## src/rtl/pll_seq_pkg.sv

```systemverilog
// Shared types and default constants for the PLL reset/lock supervisor.
package pll_seq_pkg;

    localparam int PLL_SEQ_RST_CYCLES    = 16;
    localparam int PLL_SEQ_STABLE_CYCLES = 1024;
    localparam int PLL_SEQ_LOCK_TIMEOUT  = 65536;
    localparam int PLL_SEQ_MAX_RETRIES   = 7;

    localparam logic [2:0] S_RESET_PLL = 3'd0;
    localparam logic [2:0] S_WAIT_LOCK = 3'd1;
    localparam logic [2:0] S_STABLE    = 3'd2;
    localparam logic [2:0] S_RUN       = 3'd3;
    localparam logic [2:0] S_FAULT     = 3'd4;

    typedef enum logic [2:0] {
        ST_RESET_PLL = S_RESET_PLL,
        ST_WAIT_LOCK = S_WAIT_LOCK,
        ST_STABLE    = S_STABLE,
        ST_RUN       = S_RUN,
        ST_FAULT     = S_FAULT
    } pll_seq_state_t;

    function automatic int max_int(input int a, input int b);
        return (a > b) ? a : b;
    endfunction

endpackage

```

## src/rtl/sync_2ff.sv

```systemverilog
// Generic two-flop synchronizer for asynchronous single-bit (or bundled) inputs.
module sync_2ff #(
    parameter int WIDTH = 1
) (
    input  logic             clk_i,
    input  logic             rst_ni,
    input  logic [WIDTH-1:0] d_i,
    output logic [WIDTH-1:0] q_o
);

    logic [WIDTH-1:0] meta_q;
    logic [WIDTH-1:0] sync_q;

    always_ff @(posedge clk_i or negedge rst_ni) begin
        if (!rst_ni) begin
            meta_q <= '0;
            sync_q <= '0;
        end else begin
            meta_q <= d_i;
            sync_q <= meta_q;
        end
    end

    assign q_o = sync_q;

endmodule

```

## src/rtl/pll_reset_seq.sv

```systemverilog
// PLL reset and lock supervisor: resets the PLL, qualifies lock, releases sys reset.
// Optional retry/fault handling on lock timeout is enabled by PLL_RETRY_EN.
module pll_reset_seq
    import pll_seq_pkg::*;
#(
    parameter int RST_CYCLES    = PLL_SEQ_RST_CYCLES,
    parameter int STABLE_CYCLES = PLL_SEQ_STABLE_CYCLES,
    parameter int LOCK_TIMEOUT  = PLL_SEQ_LOCK_TIMEOUT,
    parameter int MAX_RETRIES   = PLL_SEQ_MAX_RETRIES
) (
    input  logic       clk_74a_i,
    input  logic       reset_n_i,
    input  logic       pll_locked_i,
    input  logic       pll_reset_req_i,
    output logic       pll_rst_o,
    output logic       sys_reset_n_o,
    output logic       lock_lost_o,
    output logic       fault_o,
    output logic [2:0] retry_count_o
);

    localparam int CNT_W = $clog2(max_int(max_int(RST_CYCLES, STABLE_CYCLES),
                                          max_int(LOCK_TIMEOUT, MAX_RETRIES))) + 1;

    logic             locked_s;
    pll_seq_state_t   state_q, state_d;
    logic [CNT_W-1:0] cnt_q, cnt_d;
    logic             pll_rst_q, sys_rst_n_q;
    logic             lost_q, lost_d;

    sync_2ff #(.WIDTH(1)) u_lock_sync (
        .clk_i  (clk_74a_i),
        .rst_ni (reset_n_i),
        .d_i    (pll_locked_i),
        .q_o    (locked_s)
    );

`ifdef PLL_RETRY_EN
    logic [2:0] retry_q, retry_d;
    logic [3:0] retry_inc;
    logic       fault_q;
`endif

    // One shared counter: every state entry clears it, so each state sees a fresh count.
    always_comb begin
        state_d = state_q;
        cnt_d   = cnt_q + CNT_W'(1);
        lost_d  = lost_q;
`ifdef PLL_RETRY_EN
        retry_d   = retry_q;
        retry_inc = {1'b0, retry_q} + 4'd1;
`endif
        if (pll_reset_req_i && (state_q != ST_FAULT)) begin
            state_d = ST_RESET_PLL;
            cnt_d   = '0;
        end else begin
            case (state_q)
                ST_RESET_PLL: begin
                    if (cnt_q == CNT_W'(RST_CYCLES - 1)) begin
                        state_d = ST_WAIT_LOCK;
                        cnt_d   = '0;
                    end
                end
                ST_WAIT_LOCK: begin
`ifdef PLL_RETRY_EN
                    if (cnt_q == CNT_W'(LOCK_TIMEOUT - 1)) begin
                        retry_d = retry_inc[3] ? 3'd7 : retry_inc[2:0];
                        state_d = (retry_inc <= 4'(MAX_RETRIES)) ? ST_RESET_PLL : ST_FAULT;
                        cnt_d   = '0;
                    end else if (locked_s) begin
                        state_d = ST_STABLE;
                        cnt_d   = '0;
                    end
`else
                    cnt_d = '0;
                    if (locked_s) state_d = ST_STABLE;
`endif
                end
                ST_STABLE: begin
                    if (!locked_s) begin
                        state_d = ST_WAIT_LOCK;
                        cnt_d   = '0;
                    end else if (cnt_q == CNT_W'(STABLE_CYCLES - 1)) begin
                        state_d = ST_RUN;
                        cnt_d   = '0;
                    end
                end
                ST_RUN: begin
                    cnt_d = '0;
                    // Lock drop: hold the system in reset but leave the PLL running.
                    if (!locked_s) begin
                        state_d = ST_WAIT_LOCK;
                        lost_d  = 1'b1;
                    end
                end
                default: begin
                    cnt_d = '0;
                end
            endcase
        end
    end

    always_ff @(posedge clk_74a_i or negedge reset_n_i) begin
        if (!reset_n_i) begin
            state_q     <= ST_RESET_PLL;
            cnt_q       <= '0;
            pll_rst_q   <= 1'b1;
            sys_rst_n_q <= 1'b0;
            lost_q      <= 1'b0;
        end else begin
            state_q     <= state_d;
            cnt_q       <= cnt_d;
            pll_rst_q   <= (state_d == ST_RESET_PLL);
            sys_rst_n_q <= (state_d == ST_RUN);
            lost_q      <= lost_d;
        end
    end

`ifdef PLL_RETRY_EN
    always_ff @(posedge clk_74a_i or negedge reset_n_i) begin
        if (!reset_n_i) begin
            retry_q <= '0;
            fault_q <= 1'b0;
        end else begin
            retry_q <= retry_d;
            fault_q <= (state_d == ST_FAULT);
        end
    end

    assign retry_count_o = retry_q;
    assign fault_o       = fault_q;
`else
    assign retry_count_o = 3'd0;
    assign fault_o       = 1'b0;
`endif

    assign pll_rst_o     = pll_rst_q;
    assign sys_reset_n_o = sys_rst_n_q;
    assign lock_lost_o   = lost_q;

endmodule

```

## config.mk

```make
export PLATFORM = sky130hd
export DESIGN_NAME = pll_reset_seq
export DESIGN_NICKNAME = d
export VERILOG_FILES = /design/src/rtl/pll_seq_pkg.sv /design/src/rtl/sync_2ff.sv /design/src/rtl/pll_reset_seq.sv
export SDC_FILE = /design/constraint.sdc
export NUM_CORES = 1
export LEC_CHECK = 0
export CAP_MARGIN = 5
export CORE_MARGIN = 4
export CORE_UTILIZATION = 56
export DETAILED_ROUTE_END_ITERATION = 16
export PLACE_DENSITY = 0.78
export RECOVER_POWER = 100
export SKIP_CTS_REPAIR_TIMING = 1
export SLEW_MARGIN = 5
export SYNTH_ARGS = -nofsm -noshare
export SYNTH_HDL_FRONTEND = slang
export SYNTH_SLANG_ARGS = --single-unit
```

## constraint.sdc

```tcl
create_clock -name clk_74a_i -period 2.1 [get_ports clk_74a_i]
set_clock_uncertainty 0.1 [all_clocks]
set_input_delay 0.42 -clock clk_74a_i [delete_from_list [all_inputs] [get_ports clk_74a_i]]
set_output_delay 0.42 -clock clk_74a_i [all_outputs]
set_load 0.01 [all_outputs]
```

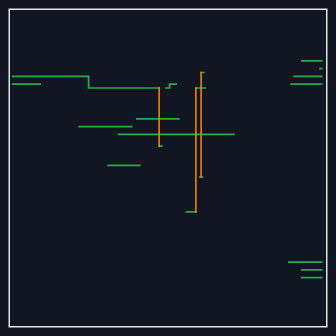
**Above:** run 1 (wiring by layer).
Two of the layers only.
Key: M3 = green [wire length 108 µm]; M4 = orange [wire length 50.3 µm]

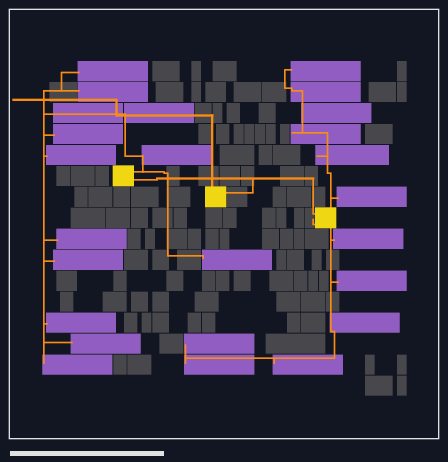
**Above:** run 1 (clock distribution).
Scale bar: 20 µm.
Key: clock-net drivers = yellow [count 3]; flip-flops = purple [count 25]; clock wires = orange [length 246 µm]
Position of the flops: all over the die.

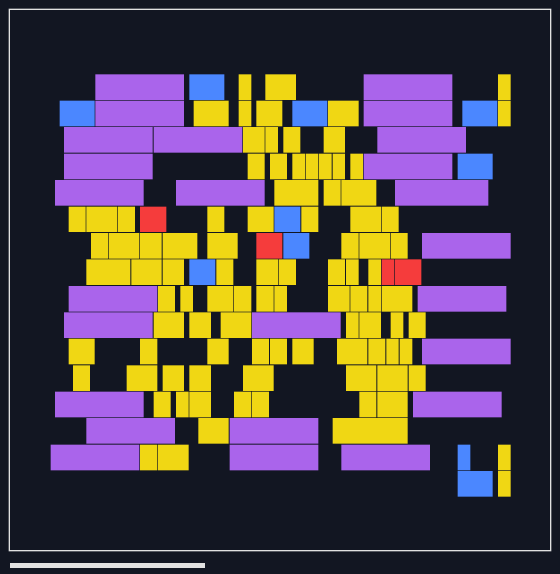
**Above:** run 1 (placement by cell class).
Scale bar: 20 µm.
Key: clock drivers and dummy loads = red [cells 4, share of their area 2.0%]; remaining logic cells = yellow [cells 95, share of their area 44%]; registers = purple [cells 25, share of their area 47%]; remaining buffers and delay cells = blue [cells 10, share of their area 6.5%]

run 1: flip-flops by register name, indices dropped and copies added (netlist names):
signal              flops
cnt_q                  17
state_q                 3
lock_lost_o             1
pll_rst_o               1
sys_reset_n_o           1
u_lock_sync.meta_q      1
u_lock_sync.q_o         1
run 1: final cells by class:
class,instances,area [µm²]
sequential,25,626.9
tap,27,33.78
fill,171,696.9
clock buffer,4,26.28
inverter,5,18.77
timing repair buffer,10,86.33
multi-input combinational,90,573.1
run 1: cell families after synthesis:
kind of cell               Yosys count
and+or+nand+nor                     43
DFF                                 25
adders and majority gates            1
AOI/OAI and AO/OA                   27
other                                1
buffers and inverters               13
xor gates and xnor gates            15
run 1: worst paths after layout:
| path | slack [ns] | depth (start not counted) | to |
|---|---|---|---|
| max reg2reg | 0.31 | 6 | cnt_q[7] |
| max | 0.15 | 1 | pll_rst_o |
| min in group asynchronous | 0.72 | 2 | cnt_q[4] |
| min reg2reg | 0.26 | 0 | u_lock_sync.q_o |
| min | 0.26 | 0 | u_lock_sync.q_o |
| max in group asynchronous | 0.46 | 2 | cnt_q[11] |
run 1: per-layer routing:
layer / up-vias / track usage (%) / share of wire [%]
li1: 457 / - / -
met1: 436 / 21.40 / 47
met2: 25 / 23.99 / 46
met3: 6 / 4.196 / 4.8
met4: 0 / 5.208 / 2.2
met5: - / 0 / 0
run 1: power groups by stage:
stage	Sequential, mW	Combinational, mW	Clock [mW]
final	0.496	0.0408	0.201
after global routing	0.498	0.0479	0.228
after CTS	0.497	0.0440	0.208
after detailed placement	0.506	0.0439	0
after global placement	0.506	0.0424	0
after floorplan	0.505	0.0250	0
==> metrics.cfg, run 1 <==
[final_layout]
final_layout_top_logic_cells = sky130_fd_sc_hd__dfrtp_1 (24), sky130_fd_sc_hd__a21oi_1 (17), sky130_fd_sc_hd__xnor2_1 (10)
layout-area-overhead-vs-synth_pct = 7.913
layout.cells.most_common = sky130_fd_sc_hd__dfrtp_1
post-route-cell-area_mm2 = 0.001365
antenna_cells = 0
layout.cells.non_filler = 161
finish.utilization_pct = 66.20

[timing]
hold_violations = 0
setup_total_negative_slack_ns = 0
setup_viol = 0
setup_repair_after_global_routing_missed_its_margin = false
slew_headroom_pct = 16.99
timing.final.crit_period_ns = 1.951
worst_slack_ns = 0.1487
slew_at_the_pin_closest_to_its_max_slew_limit_ns = 1.245
max_freq_ghz = 0.5125
post-route-period-util_pct = 92.92
whs_ns = 0.2616

[critical_path]
crit_path_top_delay_cell = sky130_fd_sc_hd__dlygate4sd3_1
timing.critical_path.slowest_cell_delay_ns = 0.59
worst_setup_path_start_kind = flop
worstPathBufferInverterCount = 1
worstPathRequired_ns = 1.58
worstPathMaxFanout = 1
setup.worst_path.start = pll_rst_o
critical_path.cell_chain = dlygate4sd3_1
worst_r2r_startpoint = cnt_q[0]
cp_top_family = buffers and inverters

[die]
core_area_mm2 = 0.002062
floorplan.rows = 16
die_y_um = 55.53
dieWidth_um = 55.53
chip_area_mm2 = 0.003083
fp_util_pct = 61.35
ios = 11

[yosys]
synthTopCellsByCount = sky130_fd_sc_hd__dfrtp_1 (24), sky130_fd_sc_hd__a21oi_1 (17), sky130_fd_sc_hd__xnor2_1 (10)
synth-cells-yosys = 125
ys_area_mm2 = 0.001265
async_flop_share_pct = 100.0
syn-instance-count = 125
synthesis.yosys.warnings = 0
most_common_cell = sky130_fd_sc_hd__dfrtp_1
fa_ha_area_share_pct = 0.9891
topCellsByArea = sky130_fd_sc_hd__dfrtp_1 (47%), sky130_fd_sc_hd__xnor2_1 (6.9%), sky130_fd_sc_hd__a21oi_1 (6.7%), sky130_fd_sc_hd__xor2_1 (3.5%), sky130_fd_sc_hd__buf_4 (3.0%)
logic_family = simple AND/OR/NAND/NOR gates
yosys-mux-area-fraction_pct = 0
area_share_of_xor_xnor_cells_in_the_synthesized_design_pct = 10.39
postSynthAreaPerCell_um2 = 10.12
postSynthSeqShare_pct = 49.55
yosys.area_share.aoi_pct = 13.35
synth_flop_count = 25
synth.distinct_cells = 32
edf_count = 0
yosys.area.top_type = sky130_fd_sc_hd__dfrtp_1

[power_and_ir_drop]
switching_share_pct = 21.66
comb_power_share_pct = 5.5
clkPwrFrac_pct = 27.3
leakagePower_nw = 0.5755
power.net_switching_uw = 160.0
power.density_cell_area_mw_per_mm2 = 541.1

[global_route]
grt-ovfl-total = 0
grt_first_pass_wirelength_mm = 3.843
maximum_number_of_pins_on_one_net_before_global_route_repair = 26
grt_pass1_vias = 835
groute.usage.overall_pct = 15.65

[place]
dp_hpwl_mm = 1.646
place_congestion = 0.8101
dpl_cell_area_mm2 = 0.001349
placedCellCount = 157
io_port_bufs = 6

[drt]
firstDrtPassIters = 4
detail_route.wirelength_mm = 2.238
detail-route-antenna-nets = 0
drt-initial-drc-count = 28
routedWlPerCell_um = 13.90
routed-via-count = 924
detail_route.vias_per_cell = 5.739

[cts]
tritoncts = yes
clock_latency_reported_for_the_late_side_of_the_worst_skew_pair_ns = 0.31
ctsLongestPathBuffers = 2
h_tree_lvl_count = 1
path_clk_slew_ns = 0.12
cts.sinks = 25
cts.root.buffer_cell = sky130_fd_sc_hd__clkbuf_4
cts_inserted_buffers = 3

[status]
status = complete, no violations

[flow_run]
maximum_capacitance_violations = 0

==> run 1 -> run 2 <==
--- a/config.mk
+++ b/config.mk
@@ -6,10 +6,11 @@
 export NUM_CORES = 1
 export LEC_CHECK = 0
 export CAP_MARGIN = 5
+export CORE_ASPECT_RATIO = 1.75
 export CORE_MARGIN = 4
-export CORE_UTILIZATION = 56
+export CORE_UTILIZATION = 40
 export DETAILED_ROUTE_END_ITERATION = 16
-export PLACE_DENSITY = 0.78
+export PLACE_DENSITY = 0.59
 export RECOVER_POWER = 100
 export SKIP_CTS_REPAIR_TIMING = 1
 export SLEW_MARGIN = 5
==> run 2 against run 1 <==
  * Via count increased by 2.2%
  * Fmax about the same
  * Global-route usage decreased by 2.0 points
  * Sequential power about the same
  * Flip-flop count unchanged
  * Non-clock buffer count unchanged
  * Critical endpoint is now cnt_q[10]
==> metrics.cfg, run 2 <==
[timing]
setup_repair_after_global_routing_missed_its_margin = false
post-route-period-util_pct = 92.86
hold_violations = 0
max_freq_ghz = 0.5128
setup_viol = 0
slew_at_the_pin_closest_to_its_max_slew_limit_ns = 0.6294
timing.final.crit_period_ns = 1.950

[final_layout]
flop_share_of_the_area_pct = 44.65
post-route-cell-area_mm2 = 0.001404
layout-area-overhead-vs-synth_pct = 10.98
largest_register_ff_count = 17
area_share_nonclk_buffers_pct = 6.239
antenna_cells = 0
sh_comb_area_pct = 40.82
layout.clock_buffers = 4
register_area_um2 = 626.9
layout.cells.largest_class = flip-flops and latches
multi_input_comb_cells = 90
nonClockBufferCount = 10
nFlopsAndLatches = 25
layout.cells.most_common = sky130_fd_sc_hd__dfrtp_1
fillCellCount = 309
register_containing_the_most_flip_flops_in_the_final_layout = cnt_q
final_layout_top_logic_cells = sky130_fd_sc_hd__dfrtp_1 (24), sky130_fd_sc_hd__a21oi_1 (17), sky130_fd_sc_hd__xnor2_1 (10)
inverters = 5

[place]
place_congestion = 0.7765
dpl_cell_area_mm2 = 0.001368
io_port_bufs = 6
dp_hpwl_mm = 1.786

[global_route]
grt_pass1_vias = 988
maximum_number_of_pins_on_one_net_before_global_route_repair = 26
grt-ovfl-total = 0
grt_first_pass_wirelength_mm = 4.250

[die]
fp_util_pct = 42.27
core_area_mm2 = 0.002993
taps = 42
chip_area_mm2 = 0.004162
ios = 11

[cts]
h_tree_lvl_count = 1
tritoncts = yes
path_clk_slew_ns = 0.08
clock_latency_reported_for_the_late_side_of_the_worst_skew_pair_ns = 0.27
cts.sinks = 25
cts.root.buffer_cell = sky130_fd_sc_hd__clkbuf_8
cts_inserted_buffers = 3

[yosys]
postSynthAreaPerCell_um2 = 10.12
postSynthSeqShare_pct = 49.55
synthesis.yosys.warnings = 0
synth-cells-yosys = 125
synth.distinct_cells = 32
topCellsByArea = sky130_fd_sc_hd__dfrtp_1 (47%), sky130_fd_sc_hd__xnor2_1 (6.9%), sky130_fd_sc_hd__a21oi_1 (6.7%), sky130_fd_sc_hd__xor2_1 (3.5%), sky130_fd_sc_hd__buf_4 (3.0%)
async_flop_share_pct = 100.0
ys_area_mm2 = 0.001265
edf_count = 0
synthTopCellsByCount = sky130_fd_sc_hd__dfrtp_1 (24), sky130_fd_sc_hd__a21oi_1 (17), sky130_fd_sc_hd__xnor2_1 (10)
synth_flop_count = 25
most_common_cell = sky130_fd_sc_hd__dfrtp_1

[critical_path]
timing.critical_path.slowest_cell_delay_ns = 0.60
worstPathRequired_ns = 2.19
cp_top_family = buffers and inverters
crit_path_top_delay_cell = sky130_fd_sc_hd__dlygate4sd3_1
critical_path.cell_chain = dlygate4sd3_1 > nor3_1 > o2111ai_2 > buf_4 > a21oi_1
worst_setup_path_start_kind = input pin
worstPathMaxFanout = 17

[drt]
detail-route-antenna-nets = 0
drt-initial-drc-count = 17
detail_route.vias_per_cell = 5.364

[flow_run]
maximum_capacitance_violations = 0

[power_and_ir_drop]
power.density_cell_area_mw_per_mm2 = 587.6
leakagePower_nw = 0.5684

[status]
status = complete, no violations

run 2: routing by layer:
metal | vias up | share of wire (%) | GRT usage [%]
met5 | - | 0 | 0
met4 | 0 | 4.2 | 9.164
met3 | 9 | 2.3 | 2.154
met2 | 15 | 53 | 26.31
met1 | 465 | 40 | 12.99
li1 | 455 | - | -
run 2: where the power goes:
group	leakage (nW)	total, mW	internal [mW]	switching (mW)
registers	0.338	0.497	0.489	0.00833
logic	0.208	0.0405	0.0142	0.0263
clock network	0.0228	0.287	0.136	0.151
run 2: kinds of logic after synthesis:
logic type / Yosys count / synth area share, %
adders and majority gates: 1 / 0.9890
AOI/OAI and AO/OA: 27 / 13.35
buffers and inverters: 13 / 5.539
DFF: 25 / 49.56
xor gates and xnor gates: 15 / 10.39
other: 1 / 0.2965
and+or+nand+nor: 43 / 19.88
run 2: worst paths after layout:
path | slack (ns) | start | cells after the start | endpoint
setup / recovery | 0.15 | pll_reset_req_i | 5 | cnt_q[10]
hold / removal | 0.26 | u_lock_sync.meta_q | 0 | u_lock_sync.q_o
setup reg to reg | 0.18 | cnt_q[4] | 4 | pll_rst_o
hold reg to reg | 0.26 | u_lock_sync.meta_q | 0 | u_lock_sync.q_o
max in group asynchronous | 0.90 | reset_n_i | 2 | cnt_q[11]
min in group asynchronous | 0.59 | reset_n_i | 2 | cnt_q[3]
run 2: metrics by stage:
| step | hold WS [ns] | util, % | cells | power (mW) |
|---|---|---|---|---|
| floorplan | 0.02441 | - | 128 | 0.5304 |
| global placement | 0.2442 | 45.69 | 172 | 0.5484 |
| detailed placement | 0.2386 | 45.69 | 172 | 0.5489 |
| CTS | 0.2621 | 47.20 | 176 | 0.8362 |
| global route | 0.2824 | 46.91 | 176 | 0.8597 |
| finish | 0.2620 | 46.91 | 176 | 0.8250 |
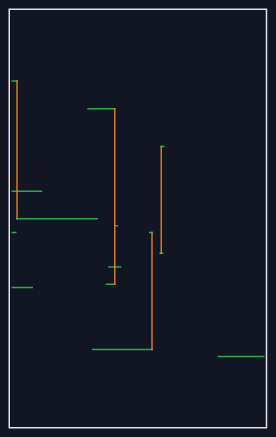
**Above:** run 2 (wiring by layer).
Two of the layers only.
global routing usage summed across all routing layers: 13.67%
detail-routed net length per standard cell: 14.24 µm
routed wire length: 2.507 mm
count of vias placed by the detailed router: 944

Power and IR drop assume default switching activity.
